## config.mk

```make
export PLATFORM = sky130hd
export DESIGN_NAME = char_stream_cipher
export DESIGN_NICKNAME = d
export VERILOG_FILES = /design/src/rtl/char_stream_cipher.sv
export SDC_FILE = /design/constraint.sdc
export NUM_CORES = 1
export LEC_CHECK = 0
export CAP_MARGIN = 20
export CORE_ASPECT_RATIO = 0.9
export CORE_MARGIN = 4
export CORE_UTILIZATION = 44
export CTS_CLUSTER_SIZE = 14
export DETAILED_ROUTE_END_ITERATION = 10
export GPL_TIMING_DRIVEN = 0
export PLACE_DENSITY = 0.67
export SLEW_MARGIN = 30
export SYNTH_ARGS = -nofsm -noshare
export SYNTH_HDL_FRONTEND = slang
export SYNTH_SLANG_ARGS = --single-unit
```

## constraint.sdc

```tcl
create_clock -name clk -period 3.2 [get_ports clk]
set_clock_uncertainty 0.1 [all_clocks]
set_input_delay 0.96 -clock clk [delete_from_list [all_inputs] [get_ports clk]]
set_output_delay 0.96 -clock clk [all_outputs]
set_load 0.005 [all_outputs]
```

## src/rtl/char_stream_cipher.sv

```systemverilog
// Modular add/subtract stream cipher over 8-bit chars. The key is latched from the
// key generator once per message, then each accepted char is transformed with 1-cycle latency.

module char_xform #(
  parameter int P_MOD = 227
) (
  input  logic       dec,
  input  logic [7:0] key,
  input  logic [7:0] ch,
  output logic [7:0] res,
  output logic       invalid
);
  localparam logic [8:0] PM = 9'(P_MOD);

  logic [8:0] sum, wrap;

  always_comb begin
    sum     = {1'b0, ch} + {1'b0, key};
    wrap    = {1'b0, ch} + PM - {1'b0, key};
    invalid = ({1'b0, ch} >= PM);
    res     = 8'h00;
    if (!invalid) begin
      if (dec) res = (ch >= key) ? (ch - key) : wrap[7:0];
      else     res = (sum >= PM) ? 8'(sum - PM) : sum[7:0];
    end
  end
endmodule

module char_stream_cipher #(
  parameter int P_MOD   = 227,
  parameter int MAX_LEN = 32,
  parameter int CNT_W   = 6
) (
  input  logic       clk,
  input  logic       rst_n,
  input  logic       start,
  input  logic [1:0] mode,
  input  logic [7:0] pk_in,
  input  logic       pk_ready,
  input  logic       in_valid,
  input  logic [7:0] in_char,
  output logic       in_ready,
  output logic       out_valid,
  output logic [7:0] out_char,
  output logic       out_last,
  input  logic       out_ready,
  output logic       busy,
  output logic       done,
  output logic       err_invalid_char,
  output logic       err_overlength,
  output logic       err_mode
);
  typedef enum logic [1:0] {IDLE, WAIT_KEY, RUN, FLUSH} state_t;

  typedef struct packed {
    logic       last;
    logic [7:0] ch;
  } resp_t;

  state_t     state, state_nxt;
  logic       dec_r;
  logic [7:0] key_r;
  logic [CNT_W-1:0] cnt_r, cnt_inc;
  resp_t      resp_r;
  logic       out_valid_r, done_r, err_inv_r, err_ovl_r, err_mode_r;

  logic       start_ok, start_bad, accept, out_hs, is_null, hit_max, last_char;
  logic [7:0] xf_char;
  logic       xf_invalid;

  char_xform #(.P_MOD(P_MOD)) u_xform (
    .dec     (dec_r),
    .key     (key_r),
    .ch      (in_char),
    .res     (xf_char),
    .invalid (xf_invalid)
  );

  assign start_ok  = (state == IDLE) && start && !mode[1];
  assign start_bad = (state == IDLE) && start && mode[1];
  assign in_ready  = (state == RUN) && (!out_valid_r || out_ready);
  assign accept    = in_valid && in_ready;
  assign out_hs    = out_valid_r && out_ready;
  assign is_null   = (in_char == 8'h00);
  assign cnt_inc   = cnt_r + CNT_W'(1);
  assign hit_max   = (cnt_inc == CNT_W'(MAX_LEN));
  assign last_char = is_null || hit_max;

  always_ff @(posedge clk or negedge rst_n) begin
    if (!rst_n) state <= IDLE;
    else        state <= state_nxt;
  end

  always_comb begin
    state_nxt = state;
    case (state)
      IDLE:     if (start_ok)            state_nxt = WAIT_KEY;
      WAIT_KEY: if (pk_ready)            state_nxt = RUN;
      RUN:      if (accept && last_char) state_nxt = FLUSH;
      FLUSH:    if (out_hs)              state_nxt = IDLE;
      default:                           state_nxt = IDLE;
    endcase
  end

  always_ff @(posedge clk or negedge rst_n) begin
    if (!rst_n) begin
      dec_r       <= 1'b0;
      key_r       <= 8'h00;
      cnt_r       <= '0;
      resp_r      <= '0;
      out_valid_r <= 1'b0;
      done_r      <= 1'b0;
      err_inv_r   <= 1'b0;
      err_ovl_r   <= 1'b0;
      err_mode_r  <= 1'b0;
    end else begin
      done_r     <= (state == FLUSH) && out_hs;
      err_mode_r <= start_bad;
      if (start_ok) begin
        dec_r     <= mode[0];
        cnt_r     <= '0;
        err_inv_r <= 1'b0;
        err_ovl_r <= 1'b0;
      end
      if (state == WAIT_KEY && pk_ready) key_r <= pk_in;
      // A new accept refills the output register in the same cycle it drains.
      if (accept) begin
        cnt_r       <= cnt_inc;
        out_valid_r <= 1'b1;
        resp_r.ch   <= is_null ? 8'h00 : xf_char;
        resp_r.last <= last_char;
        if (xf_invalid)           err_inv_r <= 1'b1;
        if (hit_max && !is_null)  err_ovl_r <= 1'b1;
      end else if (out_hs) begin
        out_valid_r <= 1'b0;
        resp_r.last <= 1'b0;
      end
    end
  end

  assign out_valid        = out_valid_r;
  assign out_char         = resp_r.ch;
  assign out_last         = resp_r.last;
  assign busy             = (state != IDLE);
  assign done             = done_r;
  assign err_invalid_char = err_inv_r;
  assign err_overlength   = err_ovl_r;
  assign err_mode         = err_mode_r;
endmodule

```

Run 1, placed standard cells:
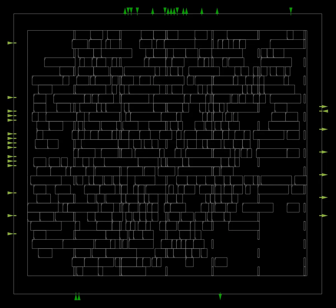
row count: 27
FFs & Latches: 31

Run 1, cell classes on the final placement:
Fill, decap, tap and diode cells in gray.
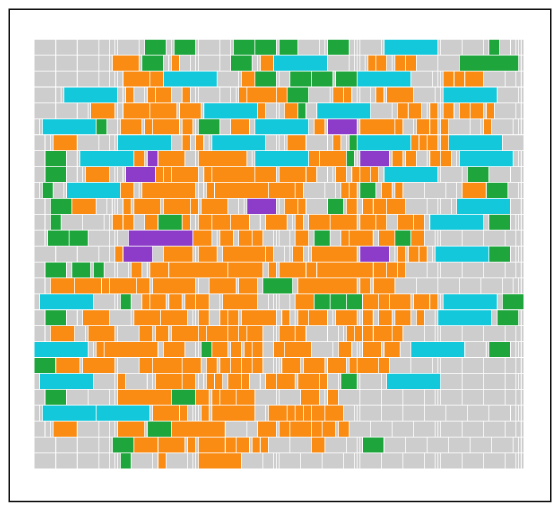
clock drivers and dummy loads -> purple  # cells 8, share of their area 3.3%
remaining buffers and delay cells -> green  # cells 57, share of their area 14%
remaining logic cells -> orange  # cells 279, share of their area 61%
registers -> cyan  # cells 31, share of their area 22%
Layout Utilization: 60.2%
post-layout instance area: 3700 um2

==> PnR_summary.wiki, run 1 <==
== Implementation results ==
{| class="wikitable"
! Metric !! Value
|-
| Outcome || complete, no violations
|-
| Average detailed-routed wire length per instance || 14.9 um
|-
| Die area || 7740 um2
|-
| Largest net degree at the start of global routing || 21
|-
| Layout filler cell count || 553
|-
| Synth warnings || 0
|-
| Register Area || 776 um2
|-
| Crit path launch type || primary input
|-
| Count of final max-slew check failures || 0
|-
| Final nets || 434
|-
| Net switching power figure || 1740 uW
|-
| Root buffer selected by CTS || clkbuf_8
|-
| FF-to-FF setup slack || 0.50 ns
|-
| Internal power || 2120 uW
|-
| Share of layout cells above drive strength 1 || 19.2%
|-
| Post-route total power || 3860 uW
|-
| Total placed cells including tap cells || 446
|-
| Final GP Congestion || 0.873
|-
| Worst Setup Slack, final || 0.114 ns
|-
| Largest non-sequential cell family by area || AND-OR/OR-AND gates
|-
| Synth Cell Area || 2820 um2
|-
| Worst Hold Slack || 0.390 ns
|-
| Post-synthesis chip area from yosys || 2820 um2
|-
| Routing usage on met3 || 3.79%
|-
| Power attributed to sequential cells || 673 uW
|-
| Worst slack at placement || -0.961 ns
|-
| Vias in the first global route || 2378
|-
| Clock network power share || 10.4%
|-
| End of the worst register-to-register path || out_char[4]$_DFFE_PN0P_
|-
| Dpl hpwl || 5.40 mm
|-
| Static leakage || 0.00164 uW
|-
| Total clock buffers created by CTS || 5
|-
| Post-synth cell types || 60
|-
| Latency at later pin || 0.28 ns
|-
| Power Clock || 402 uW
|-
| Most frequent logic cell in the layout || dfrtp_1
|-
| Area of the placeable core || 6150 um2
|-
| Max-area cell share || 27.6%
|-
| Crit Path Class || primary input to flip-flop
|-
| Kind of capture point of the worst setup path || flip-flop
|-
| Number of cells in the yosys synthesis report || 319
|-
| Post-synthesis mux area share || 6.49%
|-
| Largest area contributor in the synthesized netlist || dfrtp_1
|-
| Part of the cycle the worst path needs || 96.4%
|-
| Number of optimization iterations in the first detailed-route pass || 4
|-
| Min-Delay Path Class || flip-flop to flip-flop
|-
| Highest fanout seen on the critical path || 10
|-
| Top area cells in the synthesized netlist || dfrtp_1 28%, ha_1 14%, inv_1 4.0%
|-
| Compound-Gate Fraction of Synth Area || 19.7%
|-
| Power of the combinational group || 2790 uW
|-
| Number of synthesized flops with an enable pin || 0
|-
| Violation count after the first detailed-route iteration || 125
|-
| Endpoint required time on the critical path || 3.26 ns
|-
| Area added between synthesis and finish || 31.5%
|-
| Worst ir drop on vdd || 0.000454 V
|-
| Register area share after synthesis || 27.6%
|-
| Startpoint of the lowest-slack register-to-register path || key_r[1]$_DFFE_PN0P_
|-
| Xor+xnor area frac || 4.36%
|-
| Clock tree from TritonCTS || done
|-
| Number of buffers inserted for hold repair after clock tree synthesis || 0
|-
| Dominant power group || combinational logic
|-
| Unrepaired setup endpoints after global routing || no
|-
| Number of vias in the routed layout || 2472
|-
| First-pass GRT wire length || 11.4 mm
|-
| DR vias/cell || 5.35
|-
| Maximum achievable frequency || 324 MHz
|-
| Number of synthesized register bits || 31
|-
| Dominant flop cell || dfrtp_1
|-
| Share of power burned in combinational logic || 72.1%
|-
| Crit path DAT || 3.14 ns
|-
| Count of inserted antenna diode cells || 0
|-
| Antenna Violating Nets Remaining || 0
|-
| Drc violations || 0
|-
| Capture point of the worst path || out_char[3]$_DFFE_PN0P_
|-
| Async SR Flop Fraction || 100%
|-
| Actual transition at the worst max-transition pin || 0.670 ns
|-
| Mean Syn Cell Area || 8.83 um2
|-
| Simple Share, Synth || 18.6%
|-
| Count of placed standard cells in the final layout, fillers left out || 462
|-
| Register share of total power || 17.4%
|-
| Max Cap Viol || 0
|-
| Hold violation total from the final report || 0
|-
| Uppermost signal routing layer after detailed routing || met4
|-
| # H-tree levels || 2
|-
| Routed length on met3 || 326 um
|-
| Arithmetic-cell share of the synthesized area counting full adders, half adders and majority gates || 17.3%
|-
| Min-Delay Startpoint || err_overlength$_DFF_PN0_
|-
| Clock sink count || 31
|-
| Clock-pin transition on the worst setup and hold timing paths || 0.07 ns
|-
| Num ports || 40
|-
| Worst slew margin || 55.0%
|-
| Instance area at placement || 3350 um2
|-
| Cell types with the highest counts after synthesis || 31 x dfrtp_1, 31 x ha_1, 30 x inv_1, 26 x nand2_1, 21 x o21ai_0
|-
| Fraction of power spent switching nets || 45.0%
|-
| Count of cells along the worst hold path || 2
|-
| Initial antenna violation count || 0
|-
| Total area of multi-input combinational cells || 2070 um2
|-
| Final critical-path required period || 3.09 ns
|-
| Met1 demand-to-capacity share in global routing || 25.2%
|-
| Layer with the highest usage || met2
|-
| Source of the critical timing path || in_char[5]
|}
Run 1, pin map:
Pins as bars across the die edge, other pins in gray.
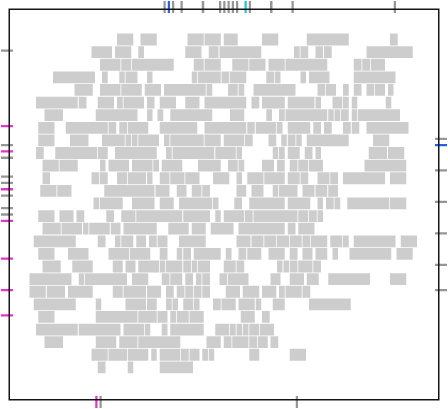
`pk_in` -> magenta  # pins 8, direction input, edge 7 left, 1 bottom
`err_invalid_char` -> cyan  # pins 1, direction output, edge top
`mode` -> blue  # pins 2, direction input, edge 1 right, 1 top
total of buffers placed on input and output ports: 39
vertical die dimension: 83.9 um
die boundary width: 92.3 um

[run 1: worst max-delay path: stages]
cell and delay [ns]:
buf_2 0.17, inv_1 0.06, ha_1 0.35, buf_6 0.16, nor2_2 0.13, o211ai_1 0.13
o211a_1 0.17, or2_4 0.27, a41oi_4 0.31, nor2_1 0.08, or3_1 0.34
[run 1: registers in the layout (all words and copies together), names as in the netlist]
| register | count |
|---|---|
| key_r | 8 |
| out_char | 8 |
| cnt_r | 6 |
| state | 2 |
| dec_r | 1 |
| done | 1 |
| err_invalid_char | 1 |
| err_mode | 1 |
| err_overlength | 1 |
| out_last | 1 |
| out_valid | 1 |
[run 1: cell type report]
class / instances / share of cell area, %
buffer: 9 / 1.86
clock buffer: 6 / 2.23
clock inverter: 2 / 0.947
inverter: 31 / 3.14
multi-input combinational: 248 / 55.9
sequential: 31 / 21.0
tap: 87 / 2.94
timing repair buffer: 48 / 12.0
[run 1: repair_timing]
item	in CTS	in global routing
pin swaps	9	11
gates resized	45	18
setup buffers	5	3
endpoints found under the setup margin	9	7
cloned	0	0
[run 1: worst min path at each step]
stage | slack (ns) | to
3_5_place_dp | 0.38 | err_overlength$_DFF_PN0_
5_1_grt | 0.45 | out_char[1]$_DFFE_PN0P_
2_1_floorplan | 0.37 | err_overlength$_DFF_PN0_
4_1_cts | 0.39 | err_overlength$_DFF_PN0_
3_3_place_gp | 0.38 | err_overlength$_DFF_PN0_
6_report | 0.39 | err_overlength$_DFF_PN0_
[run 1: per-stage QoR]
step                util (%)  setup TNS [ns]
floorplan                  -        -0.00921
global placement        54.0           -6.25
detailed placement      54.4           -6.46
CTS                     59.1               0
global route            60.2               0
finish                  60.2               0
Run 1, routed clock nets over the placement:
Bar = 20 um.
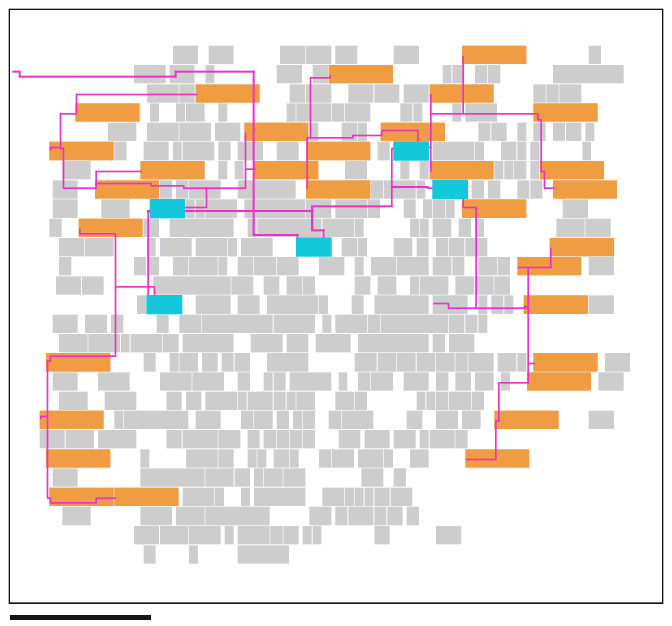

==> inputs of run 2 (changes only) <==
- CORE_ASPECT_RATIO: 0.9 -> unset
- PLACE_DENSITY: 0.67 -> 0.66
- SYNTH_HIERARCHICAL: unset -> 1
Run 2, routed clock nets over the placement:
Bar = 20 um.
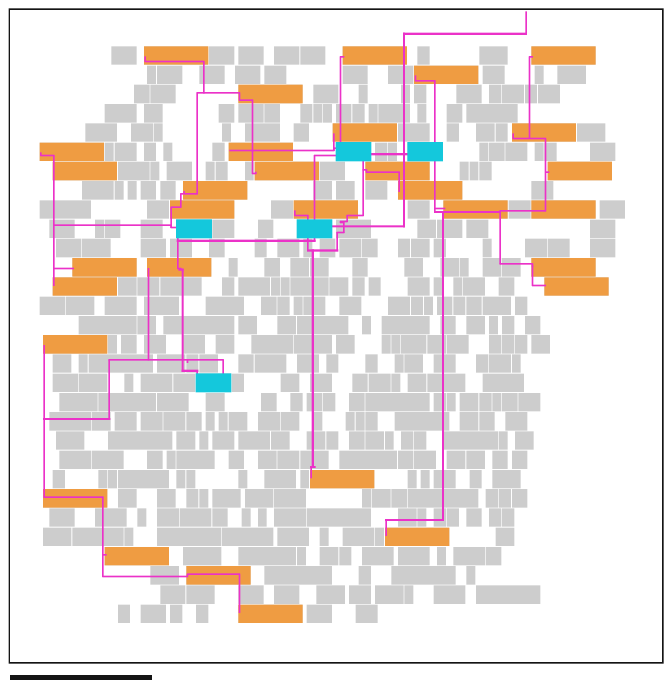
clock-net drivers -> cyan  # count 5
flip-flops -> orange  # count 31
clock wires -> magenta  # length 595 um
routed clock nets = 6
flops lie = spread over the die

==> PnR_summary.wiki, run 2 <==
== Implementation results ==
{| class="wikitable"
! Metric !! Value
|-
| Outcome || finished with violations
|-
| Violations in the final reports || setup timing
|-
| Row count || 30 (+11%)
|-
| Initial antenna violation count || 0 (unchanged)
|-
| Final critical-path required period || 3.31 ns (+0.223 ns)
|-
| Part of the cycle the worst path needs || 103% (+7.0 points)
|-
| Worst Hold Slack || 0.402 ns (+0.0117 ns)
|-
| Synth warnings || 6 (+6)
|-
| Area added between synthesis and finish || 33.4%
|-
| Crit Path Class || primary input to flip-flop
|-
| Cell types with the highest counts after synthesis || 31 x dfrtp_1, 31 x ha_1, 30 x inv_1, 22 x nand2_1, 20 x nor2_1
|-
| Static leakage || 0.00180 uW (+9.2%)
|-
| Post-synthesis chip area from yosys || 3110 um2 (+11%)
|-
| Clock-pin transition on the worst setup and hold timing paths || 0.08 ns (about the same)
|-
| Total area of multi-input combinational cells || 2420 um2 (+17%)
|-
| Worst Setup Slack, final || -0.109 ns (-0.223 ns)
|-
| Root buffer selected by CTS || clkbuf_8
|-
| Dominant flop cell || dfrtp_1
|-
| Clock network power share || 8.9% (-1.5 points)
|-
| Register share of total power || 17.8% (+0.4 points)
|-
| Highest fanout seen on the critical path || 5 (-5)
|-
| Startpoint of the lowest-slack register-to-register path || key_r[1]$_DFFE_PN0P_
|-
| Post-route total power || 3770 uW (-2.4%)
|-
| FF-to-FF setup slack || 0.10 ns (-0.40 ns)
|-
| Drc violations || 0 (unchanged)
|-
| Power attributed to sequential cells || 670 uW (about the same)
|-
| Number of buffers inserted for hold repair after clock tree synthesis || 0 (unchanged)
|-
| Number of vias in the routed layout || 2880 (+17%)
|-
| Actual transition at the worst max-transition pin || 0.951 ns (+0.281 ns)
|-
| Post-layout instance area || 4150 um2 (+12%)
|-
| Clock tree from TritonCTS || done
|-
| Net switching power figure || 1710 uW (-1.6%)
|-
| Mean Syn Cell Area || 8.92 um2 (+1.1%)
|-
| Min-Delay Path Class || primary input to async pin
|-
| Largest area contributor in the synthesized netlist || dfrtp_1
|-
| DR vias/cell || 5.60 (+4.7%)
|-
| Register area share after synthesis || 24.9% (-2.6 points)
|-
| Kind of capture point of the worst setup path || flip-flop
|-
| Layout filler cell count || 606 (+9.6%)
|-
| Routed length on met3 || 406 um (+25%)
|-
| Die boundary width || 92.1 um (-0.22%)
|-
| Power of the combinational group || 2760 uW (about the same)
|-
| Violation count after the first detailed-route iteration || 204 (+63%)
|-
| Endpoint required time on the critical path || 3.28 ns (+0.02 ns)
|-
| Average detailed-routed wire length per instance || 17.0 um (+14%)
|-
| Power Clock || 335 uW (-17%)
|-
| Antenna Violating Nets Remaining || 0 (unchanged)
|-
| Setup TNS || -0.111 ns (-0.111 ns)
|-
| Met1 demand-to-capacity share in global routing || 26.8% (+1.6 points)
|-
| Crit path DAT || 3.39 ns (+0.25 ns)
|-
| Most frequent logic cell in the layout || dfrtp_1
|-
| Unrepaired setup endpoints after global routing || yes
|-
| Final GP Congestion || 0.918 (+5.3%)
|-
| Uppermost signal routing layer after detailed routing || met4
|-
| First-pass GRT wire length || 13.8 mm (+22%)
|-
| Synth Cell Area || 3110 um2 (+11%)
|-
| Register Area || 776 um2 (unchanged)
|-
| Number of cells in the yosys synthesis report || 349 (+9.4%)
|-
| # H-tree levels || 2 (unchanged)
|-
| Worst ir drop on vdd || 0.000393 V (-14%)
|-
| Layout Utilization || 60.8% (+0.57 points)
|-
| Maximum achievable frequency || 302 MHz (-6.7%)
|-
| Fraction of power spent switching nets || 45.3% (+0.37 points)
|-
| Number of synthesized register bits || 31 (unchanged)
|-
| Worst slack at placement || -0.965 ns (-0.00331 ns)
|-
| Count of final max-slew check failures || 0 (unchanged)
|-
| Met1 routed wirelength after detailed routing || 3.96 mm
|-
| Max Cap Viol || 0 (unchanged)
|-
| Total of buffers placed on input and output ports || 39 (unchanged)
|-
| Latency at later pin || 0.29 ns (about the same)
|-
| Instance area at placement || 3680 um2 (+9.9%)
|-
| Final number of setup-violating endpoints || 2
|-
| Vias in the first global route || 2821 (+19%)
|-
| Internal power || 2060 uW (-3.0%)
|-
| Worst slew margin || 36.4% (-19 points)
|-
| Routing usage on met3 || 3.45% (-0.34 points)
|-
| Total placed cells including tap cells || 485 (+8.7%)
|-
| Crit path launch type || primary input
|-
| End of the worst register-to-register path || out_char[7]$_DFFE_PN0P_
|-
| Dpl hpwl || 6.35 mm (+18%)
|-
| Total clock buffers created by CTS || 5 (unchanged)
|-
| Count of placed standard cells in the final layout, fillers left out || 514 (+11%)
|-
| Num ports || 40 (unchanged)
|-
| Top area cells in the synthesized netlist || dfrtp_1 25%, ha_1 12%, inv_1 3.6%
|-
| Share of layout cells above drive strength 1 || 27.0% (+7.8 points)
|-
| Area of the placeable core || 6830 um2 (+11%)
|-
| Hold violation total from the final report || 0 (unchanged)
|-
| Dominant power group || combinational logic
|}
## run 2: cell count changes after synthesis, moves of 4 or more
cell,delta
nor3_1,+5
mux2i_1,-5
nand2_1,-4
nor2b_1,-4
a31oi_1,+4
nand3_1,-7
a22o_1,+7
## run 2: critical path, cell delays in order
cell and delay [ns]:
buf_12 0.11, ha_4 0.15, fa_1 0.48, inv_1 0.08
ha_2 0.20, nor2_4 0.04, a211oi_4 0.29, a2111oi_4 0.09
or4_1 0.42, nand4_1 0.11, nand4b_1 0.12, a31oi_1 0.10
a22o_1 0.22
## run 2: logic make-up after synthesis
kind of cell	count (synthesis)	synth area share (%)
AND/OR/NAND/NOR	117	20.7
adder cells (fa/ha/maj)	36	15.7
AND-OR/OR-AND	95	23.1
flip-flops	31	24.9
buffers and inverters	43	6.39
multiplexers	11	3.90
XOR/XNOR	16	5.35
## run 2: worst max path at each step
stage               startpoint                       to  slack (ns)  cells after the start
global route        in_char[1]  out_char[7]$_DFFE_PN0P_       -0.15                     13
CTS                 in_char[1]  out_char[7]$_DFFE_PN0P_       -0.07                     14
detailed placement  in_char[1]  out_char[7]$_DFFE_PN0P_       -0.96                     13
global placement    in_char[1]  out_char[5]$_DFFE_PN0P_       -0.91                     12
floorplan           in_char[1]  out_char[7]$_DFFE_PN0P_       -0.02                     12
finish              in_char[1]  out_char[7]$_DFFE_PN0P_       -0.11                     13
## run 2: cell type report
class	count	share of cell area [%]
Multi-Input combinational cell	276	58.3
Timing Repair Buffer	63	13.5
Tap cell	96	2.89
Inverter	33	2.98
Clock inverter	1	0.121
Buffer	8	1.48
Clock buffer	6	1.99
Sequential cell	31	18.7
## run 2: timing repair
item,CTS,global route
pin swaps,18,21
endpoints found under the setup margin,9,8
gates cloned,0,1
resized,50,31
buffers inserted,15,9
Run 2, wiring by layer:
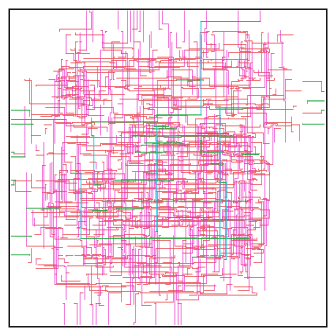

==> inputs of run 3 (changes only) <==
- CORE_MARGIN: 4 -> 10
Run 3, wiring by layer:
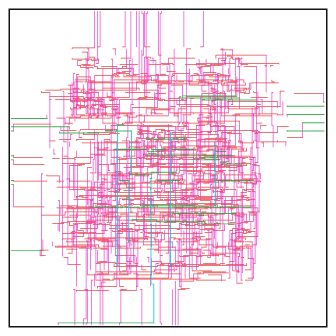
M1 -> red  # wire length 4030 um
M2 -> magenta  # wire length 4150 um
M4 -> cyan  # wire length 192 um
M3 -> green  # wire length 474 um
average detailed-routed wire length per instance: 17.2 um
number of vias in the routed layout: 2901

==> PnR_summary.wiki, run 3 <==
== Implementation results ==
{| class="wikitable"
! Metric !! Value
|-
| Worst slack at placement || -0.986 ns (-0.0211 ns)
|-
| Layout Utilization || 61.3% (+0.51 points)
|-
| Root buffer selected by CTS || clkbuf_8
|-
| Area of the placeable core || 6830 um2 (unchanged)
|-
| Number of cells in the yosys synthesis report || 349 (unchanged)
|-
| Master of the slowest instance on the critical path || fa_1
|-
| Startpoint of the lowest-slack register-to-register path || key_r[1]$_DFFE_PN0P_
|-
| Top area cells in the synthesized netlist || dfrtp_1 25%, ha_1 12%, inv_1 3.6%
|-
| Cell types with the highest counts after synthesis || 31 x dfrtp_1, 31 x ha_1, 30 x inv_1, 22 x nand2_1, 20 x nor2_1
|-
| Clock tree from TritonCTS || done
|-
| Non-clk invs || 33 (unchanged)
|-
| Number of buffers outside the clock class in the layout || 71 (unchanged)
|-
| Register area share after synthesis || 24.9% (unchanged)
|-
| Latency at later pin || 0.29 ns (about the same)
|-
| Final number of setup-violating endpoints || 2 (unchanged)
|-
| Met1 demand-to-capacity share in global routing || 20.3% (-6.6 points)
|-
| FF-to-FF setup slack || 0.11 ns (about the same)
|-
| Total of buffers placed on input and output ports || 39 (unchanged)
|-
| Share of layout cells above drive strength 1 || 26.8% (-0.24 points)
|-
| Most frequent logic cell in the layout || dfrtp_1
|-
| Logic gate fraction of the total cell area || 57.4% (-0.97 points)
|-
| Post-route total power || 3810 uW (+1.1%)
|-
| Worst Setup Slack, final || -0.0849 ns (+0.0239 ns)
|-
| Dominant flop cell || dfrtp_1
|-
| Final clock-cell share || 2.81% (+0.70 points)
|-
| Crit path DAT || 3.38 ns (about the same)
|-
| End of the worst register-to-register path || out_char[7]$_DFFE_PN0P_
|-
| Total area of multi-input combinational cells || 2400 um2 (-0.83%)
|-
| Post-synthesis chip area from yosys || 3110 um2 (unchanged)
|-
| Num ports || 40 (unchanged)
|-
| Clock buf count || 6 (unchanged)
|-
| Routing usage on met3 || 3.16% (-0.29 points)
|-
| Instance area at placement || 3680 um2 (unchanged)
|-
| Largest area contributor in the synthesized netlist || dfrtp_1
|-
| Final critical-path required period || 3.28 ns (-0.0239 ns)
|-
| Source of the critical timing path || in_char[1]
|-
| Violations in the final reports || setup timing
|-
| Maximum achievable frequency || 304 MHz (+0.73%)
|-
| Antenna Violating Nets Remaining || 0 (unchanged)
|-
| Routed length on met3 || 473 um (+17%)
|-
| Worst slew margin || 35.7% (-0.70 points)
|-
| Highest fanout seen on the critical path || 3 (-2)
|-
| Register fraction of the total cell area || 18.5% (-0.16 points)
|-
| Clock network power share || 11.2% (+2.3 points)
|-
| Endpoint required time on the critical path || 3.29 ns (about the same)
|-
| Register Area || 776 um2 (unchanged)
|-
| Internal power || 2120 uW (+2.9%)
|-
| First-pass GRT wire length || 14.3 mm (+3.6%)
|-
| Outcome || finished with violations
|-
| Initial antenna violation count || 0 (unchanged)
|-
| Fraction of power spent switching nets || 44.3% (-1.0 points)
|-
| Synth warnings || 6 (unchanged)
|-
| Mean Syn Cell Area || 8.92 um2 (unchanged)
|-
| Actual transition at the worst max-transition pin || 0.961 ns (+0.0104 ns)
|-
| Count of final max-slew check failures || 0 (unchanged)
|-
| Total placed cells including tap cells || 485 (unchanged)
|-
| Total clock buffers created by CTS || 5 (unchanged)
|-
| Layout filler cell count || 616 (+1.7%)
|-
| Logic depth of the worst setup path including buffers || 14 (+1)
|-
| Die boundary width || 104 um (+13%)
|-
| Worst Hold Slack || 0.388 ns (-0.0134 ns)
|-
| Number of synthesized register bits || 31 (unchanged)
|-
| # H-tree levels || 2 (unchanged)
|-
| Uppermost signal routing layer after detailed routing || met4
|-
| Number of buffers inserted for hold repair after clock tree synthesis || 0 (unchanged)
|-
| Cell family with the largest share of critical-path delay || adder cells
|}
==> run 3: worst register-to-register path: cells and delay by family (launching register included) <==
family / cells / cell delay [ns]
fa+ha+maj: 3 / 0.84
compound gates: 4 / 0.70
simple gates: 4 / 0.59
flops: 1 / 0.42
buf+inv: 3 / 0.36
==> run 3: how the worst min path moves through the flow <==
stage / startpoint / end / slack, ns / cells after the start
4_1_cts: rst_n / key_r[3]$_DFFE_PN0P_ / 0.39 / 1
6_report: rst_n / key_r[5]$_DFFE_PN0P_ / 0.39 / 1
2_1_floorplan: cnt_r[5]$_DFFE_PN0P_ / cnt_r[5]$_DFFE_PN0P_ / 0.38 / 1
5_1_grt: rst_n / key_r[3]$_DFFE_PN0P_ / 0.39 / 1
3_5_place_dp: out_char[1]$_DFFE_PN0P_ / out_char[1]$_DFFE_PN0P_ / 0.40 / 1
3_3_place_gp: out_char[7]$_DFFE_PN0P_ / out_char[7]$_DFFE_PN0P_ / 0.39 / 1
==> run 3: logic make-up after synthesis <==
logic type                 after synthesis  synth area share [%]
muxes                                   11                  3.90
DFF                                     31                  24.9
adders and majority gates               36                  15.7
AOI/OAI and AO/OA                       95                  23.1
and+or+nand+nor                        117                  20.7
xor gates and xnor gates                16                  5.35
buffers and inverters                   43                  6.39
==> run 3: timing repair <==
action                                  in CTS  in global routing
endpoints found under the hold margin        0                  0
setup buffers                               16                  6
endpoints found under the setup margin       9                  8
gates cloned                                 1                  0
pin swaps                                   27                 28
gates resized                               50                 29
==> run 3: power groups by stage <==
stage,logic (uW),registers [uW],clock network [uW]
finish,2710,671,427
global route,2960,698,449
CTS,2530,670,436
detailed placement,2240,674,0
global placement,2200,669,0
floorplan,1660,649,0
No activity file was given, so power comes from the tool's default toggle rates.
